Figure 1. The metal 1 layer.
Cells faint in the background.
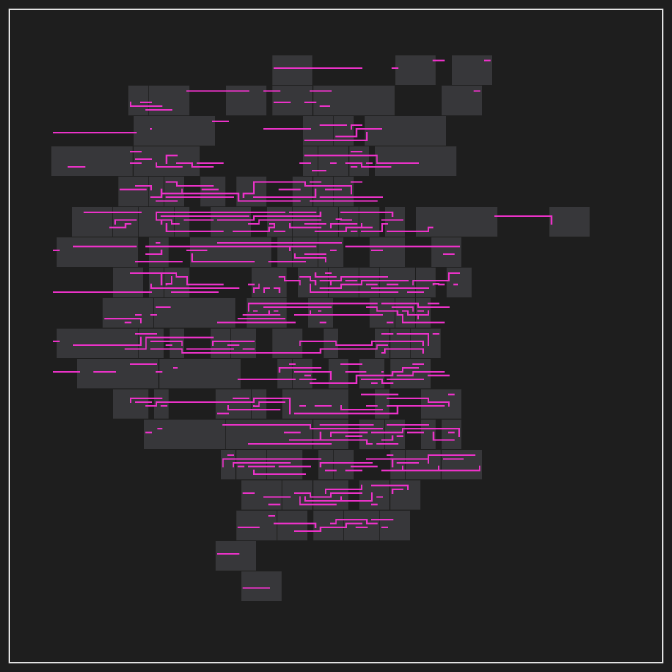
Figure 2. Signal wires on met3.
The bar under the picture is 20 um long.
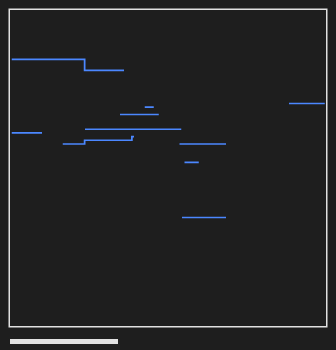
[src/rtl/tail_light_sequencer.sv]
// Thunderbird-style tail-light controller.
// Drives turn, hazard and brake patterns on Lcba/Rabc from the system clock.
// A prescaler produces one sequence step every TICK_DIV cycles, so no derived
// clocks are needed. All outputs are registered from the next state.
module tail_light_sequencer #(
  parameter int TICK_DIV = 4,
  parameter int CNT_W    = (TICK_DIV > 1) ? $clog2(TICK_DIV) : 1
) (
  input  logic       clk,
  input  logic       reset,
  input  logic       left,
  input  logic       right,
  input  logic       hazard,
  input  logic       brake,
  output logic [2:0] Lcba,
  output logic [2:0] Rabc,
  output logic       busy
);

  typedef enum logic [3:0] {
    IDLE    = 4'd0,
    L1      = 4'd1,
    L2      = 4'd2,
    L3      = 4'd3,
    R1      = 4'd4,
    R2      = 4'd5,
    R3      = 4'd6,
    PAUSE   = 4'd7,
    HAZ_ON  = 4'd8,
    HAZ_OFF = 4'd9
  } state_t;

  typedef enum logic [1:0] {
    REQ_NONE  = 2'd0,
    REQ_LEFT  = 2'd1,
    REQ_RIGHT = 2'd2,
    REQ_HAZ   = 2'd3
  } req_t;

  localparam logic [CNT_W-1:0] CNT_LAST = CNT_W'(TICK_DIV - 1);
  localparam logic [CNT_W-1:0] CNT_ZERO = CNT_W'(0);
  localparam logic [CNT_W-1:0] CNT_ONE  = CNT_W'(1);

  state_t           state_q, state_d;
  logic [CNT_W-1:0] cnt_q, cnt_d;
  logic [2:0]       lcba_q, lcba_d;
  logic [2:0]       rabc_q, rabc_d;
  logic             busy_q, busy_d;

  req_t             req_s;
  state_t           decide_s;
  logic             step_s;

  // Request decode: hazard (or both turn signals) wins over a single direction.
  always_comb begin
    req_s = REQ_NONE;
    if (hazard || (left && right)) begin
      req_s = REQ_HAZ;
    end else if (left) begin
      req_s = REQ_LEFT;
    end else if (right) begin
      req_s = REQ_RIGHT;
    end else begin
      req_s = REQ_NONE;
    end
  end

  // Destination chosen at a decision point (IDLE, end of PAUSE, end of HAZ_OFF).
  always_comb begin
    decide_s = IDLE;
    case (req_s)
      REQ_HAZ:   decide_s = HAZ_ON;
      REQ_LEFT:  decide_s = L1;
      REQ_RIGHT: decide_s = R1;
      REQ_NONE:  decide_s = IDLE;
      default:   decide_s = IDLE;
    endcase
  end

  // Step strobe: last cycle of a non-IDLE state.
  always_comb begin
    step_s = 1'b0;
    if ((state_q != IDLE) && (cnt_q == CNT_LAST)) begin
      step_s = 1'b1;
    end else begin
      step_s = 1'b0;
    end
  end

  // Prescaler: parked at zero in IDLE, so every state entered lasts TICK_DIV cycles.
  always_comb begin
    cnt_d = cnt_q;
    if (state_q == IDLE) begin
      cnt_d = CNT_ZERO;
    end else if (step_s) begin
      cnt_d = CNT_ZERO;
    end else begin
      cnt_d = cnt_q + CNT_ONE;
    end
  end

  // Next-state logic; turn sequences only yield to hazard, never to a direction change.
  always_comb begin
    state_d = state_q;
    case (state_q)
      IDLE: state_d = decide_s;
      L1: begin
        if (step_s) begin
          state_d = (req_s == REQ_HAZ) ? HAZ_ON : L2;
        end else begin
          state_d = L1;
        end
      end
      L2: begin
        if (step_s) begin
          state_d = (req_s == REQ_HAZ) ? HAZ_ON : L3;
        end else begin
          state_d = L2;
        end
      end
      L3: begin
        if (step_s) begin
          state_d = (req_s == REQ_HAZ) ? HAZ_ON : PAUSE;
        end else begin
          state_d = L3;
        end
      end
      R1: begin
        if (step_s) begin
          state_d = (req_s == REQ_HAZ) ? HAZ_ON : R2;
        end else begin
          state_d = R1;
        end
      end
      R2: begin
        if (step_s) begin
          state_d = (req_s == REQ_HAZ) ? HAZ_ON : R3;
        end else begin
          state_d = R2;
        end
      end
      R3: begin
        if (step_s) begin
          state_d = (req_s == REQ_HAZ) ? HAZ_ON : PAUSE;
        end else begin
          state_d = R3;
        end
      end
      PAUSE: begin
        if (step_s) begin
          state_d = decide_s;
        end else begin
          state_d = PAUSE;
        end
      end
      HAZ_ON: begin
        if (step_s) begin
          state_d = HAZ_OFF;
        end else begin
          state_d = HAZ_ON;
        end
      end
      HAZ_OFF: begin
        if (step_s) begin
          state_d = decide_s;
        end else begin
          state_d = HAZ_OFF;
        end
      end
      default: state_d = IDLE;
    endcase
  end

  // Lamp patterns from the next state; brake fills any side not running a turn.
  always_comb begin
    lcba_d = {3{brake}};
    rabc_d = {3{brake}};
    case (state_d)
      L1:      lcba_d = 3'b001;
      L2:      lcba_d = 3'b011;
      L3:      lcba_d = 3'b111;
      R1:      rabc_d = 3'b100;
      R2:      rabc_d = 3'b110;
      R3:      rabc_d = 3'b111;
      HAZ_ON: begin
        lcba_d = 3'b111;
        rabc_d = 3'b111;
      end
      HAZ_OFF: begin
        lcba_d = 3'b000;
        rabc_d = 3'b000;
      end
      IDLE, PAUSE: begin
        lcba_d = {3{brake}};
        rabc_d = {3{brake}};
      end
      default: begin
        lcba_d = 3'b000;
        rabc_d = 3'b000;
      end
    endcase
    busy_d = (state_d != IDLE);
  end

  // State, prescaler and output registers with synchronous reset.
  always_ff @(posedge clk) begin
    if (reset) begin
      state_q <= IDLE;
      cnt_q   <= CNT_ZERO;
      lcba_q  <= 3'b000;
      rabc_q  <= 3'b000;
      busy_q  <= 1'b0;
    end else begin
      state_q <= state_d;
      cnt_q   <= cnt_d;
      lcba_q  <= lcba_d;
      rabc_q  <= rabc_d;
      busy_q  <= busy_d;
    end
  end

  assign Lcba = lcba_q;
  assign Rabc = rabc_q;
  assign busy = busy_q;

endmodule

[config.mk]
export PLATFORM = sky130hd
export DESIGN_NAME = tail_light_sequencer
export DESIGN_NICKNAME = d
export VERILOG_FILES = /design/src/rtl/tail_light_sequencer.sv
export SDC_FILE = /design/constraint.sdc
export NUM_CORES = 1
export LEC_CHECK = 0
export CORE_MARGIN = 3
export CORE_UTILIZATION = 30
export CTS_CLUSTER_SIZE = 8
export DETAILED_ROUTE_END_ITERATION = 10
export PLACE_DENSITY = 0.62
export SYNTH_ARGS = -nofsm -noshare
export SYNTH_HDL_FRONTEND = slang
export SYNTH_SLANG_ARGS = --single-unit
export TNS_END_PERCENT = 10
[constraint.sdc]
create_clock -name clk -period 2.7 [get_ports clk]
set_clock_uncertainty 0.1 [all_clocks]
set_input_delay 0.405 -clock clk [delete_from_list [all_inputs] [get_ports clk]]
set_output_delay 0.405 -clock clk [all_outputs]
set_load 0.01 [all_outputs]
==> reports/qor.yml <==
global_route:
  antenna_violations_before_repair: 0
  overflow: 0
  first_global_vias: 767
  maximum_number_of_pins_on_one_net_before_global_route_repair: 19
  grt_use_total: 0.122
logic_synthesis:
  top_area_frac: 0.316
  synth_area_leader_cell: "sky130_fd_sc_hd__dfxtp_1"
  and_or_or_and_cells_area_fraction: 0.278
  post_synth_main_area_contributors: "sky130_fd_sc_hd__dfxtp_1, sky130_fd_sc_hd__a21oi_1, sky130_fd_sc_hd__nor4bb_1"
  yosysSeqAreaShare: 0.316
  ys.flop_type: "sky130_fd_sc_hd__dfxtp_1"
  synthXorXnorAreaFrac: 0.0106
  common_cells: "sky130_fd_sc_hd__dfxtp_1, sky130_fd_sc_hd__a21oi_1, sky130_fd_sc_hd__nor2_1"
  synthesis.instances: 100
  yosys.area_share.adder: 0.0152
  synth_async_sr_flop_share: 0
  number_of_warnings_reported_in_the_yosys_synthesis_log: 0
  syn_area_um2: 825
  yosysMostFrequentCell: "sky130_fd_sc_hd__dfxtp_1"
  mux_share: 0
  synth-cells-yosys: 100
  yosys-dominant-comb-family: "simple AND/OR/NAND/NOR gates"
  yosys_register_bits: 13
  yosysChipArea_um2: 825
  netlist-cell-type-count: 44
clock_tree:
  cts_tree: "built"
  cts.htree.levels: 1
  hold_buffers: 0
  ctsRootBufferMaster: "sky130_fd_sc_hd__clkbuf_4"
  clock_sinks: 13
  worst_setup_hold_path_clk_slew_ps: 80
  cts_made_buffers: 3
  longest_clk_path_bufs: 2
  clk-insertion-delay-late_ps: 270
power_and_ir_drop:
  cellPowerDensity_nw_per_um2: 508
  pg_comb_w: 0.000167
  clkPwrFrac: 0.229
  net-switching-power_w: 0.000164
  powerSeq_w: 0.000236
  intPower_w: 0.000359
  p_sw_frac: 0.314
  combinational_share_of_power: 0.319
  irDropWorstVdd_v: 0.000351
  top_power_group: "registers"
  sum_of_internal_switching_and_leakage_power_w: 0.000523
finish:
  syn2layout_area_growth_pct: 24.9
  final_cell_area_um2: 1030
  logic_area_um2: 520
  antennaDiodeCount: 0
  layout.cells.most_common: "sky130_fd_sc_hd__dfxtp_1"
  fill_cells: 275
  fraction_of_layout_cells_with_a_size_suffix_above_1: 0.147
  mostFrequentLayoutCells: "sky130_fd_sc_hd__dfxtp_1, sky130_fd_sc_hd__clkdlybuf4s50_1, sky130_fd_sc_hd__nor2_1, sky130_fd_sc_hd__a21oi_1, sky130_fd_sc_hd__buf_4"
  area.sequential_um2: 260
  final_util: 0.405
  final_cell_count_without_fillers: 146
worst_setup_path:
  data_required_critical_path_ps: 2790
  worst_path_dominant_cell_family: "AND-OR/OR-AND gates"
  slowest_stage: "sky130_fd_sc_hd__ha_1"
  r2r-start: "cnt_q[0]"
  timing.reg2reg.worst_path_depth: 7
  critical_path.cell_chain: "ha_1 > inv_1 > a41oi_1 > nand2_1 > nor3_4 > o21ai_0 > a211oi_1"
  crit_path_max_fanout: 15
  crit_arrival_ps: 2450
  path_class: "flip-flop to flip-flop"
  endpoint_kind: "flip-flop"
  crit_start: "cnt_q[0]"
  worst_setup_path_endpoint: "Rabc[0]"
  rrSetupSlack_ps: 340
  crit_path_start_kind: "flip-flop"
  critical_path.n_buffers_inverters: 1
  critical_path_depth: 7
routing:
  viasPerCell: 5.57
  final_antenna_net_count: 0
  drt-pass1-iter-count: 4
  drc: 0
  routed_wire_length_per_instance_um: 12.6
placed_design:
  post-dp-hpwl_um: 1360
  post_dp_cell_area_um2: 996
  dp.cells: 142
  place_congestion: 0.839
  place_worst_setup_slack_ps: 53.4
  placement.io_buffers: 12
hold_path:
  min_from: "cnt_q[0]"
  min_to: "cnt_q[0]"
  cell_count_of_the_worst_hold_path: 1
  timing.hold.worst.class: "flip-flop to flip-flop"
floorplan:
  die.size.x_um: 58.4
  floorplan.core_area_um2: 2540
  die_height_um: 58.4
  row_count: 18
  design.portCount: 13
  design.die.area_um2: 3410
timing:
  setup_tns_ps: 0
  timing.final.setup_violations: 0
  report.final.slew_viol_count: 0
  grt_setup_unrepaired: "false"
  timing_hold_violations_final: 0
  hold-worst-slack_ps: 331
  maxSlewHeadroom: 0.558
  clock.fmax_ghz: 0.424
  tightestPinTransition_ps: 654
  period_minus_slack_ps: 2360
  layout_setup_ws_ps: 340
  period_used_share: 0.874
run_status:
  run_status: "finished, final reports clean"
run:
  stage_log_warnings: 26
  max_cap_viol_count: 0
-- Figure 1 (at the start) --
- longest straight run: 15.2 um
- main direction: horizontal
- share of all routed wire: 46%

-- Figure 2 (at the start) --
- longest straight run: 17.5 um
- wire length on this layer: 92.5 um
met3 track utilization from global routing: 0.0351
number of vias after detailed routing: 813
detailed-route wire length: 1840 um

[what timing repair did]
action	CTS	global route
buffers inserted	0	0
gates resized	0	1
setup endpoints to repair	0	1
endpoints found under the hold margin	0	0
[layout make-up]
class / count / area share
multi-input combinational: 77 / 0.505
clock buffer: 3 / 0.0219
inverter: 3 / 0.0109
tap: 30 / 0.0365
clock inverter: 1 / 0.00486
sequential: 13 / 0.253
timing repair buffer: 19 / 0.168
[layer usage]
metal,part of all wire,up-vias,track usage
li1,-,407,-
met1,0.46,387,0.163
met2,0.49,19,0.190
met3,0.050,0,0.0351
met4,0,0,0.0397
met5,0,-,0
[sequential cells by signal, summed over array words and instances, names as in the netlist]
register	flops
state_q	4
Rabc	3
Lcba	3
cnt_q	2
busy	1
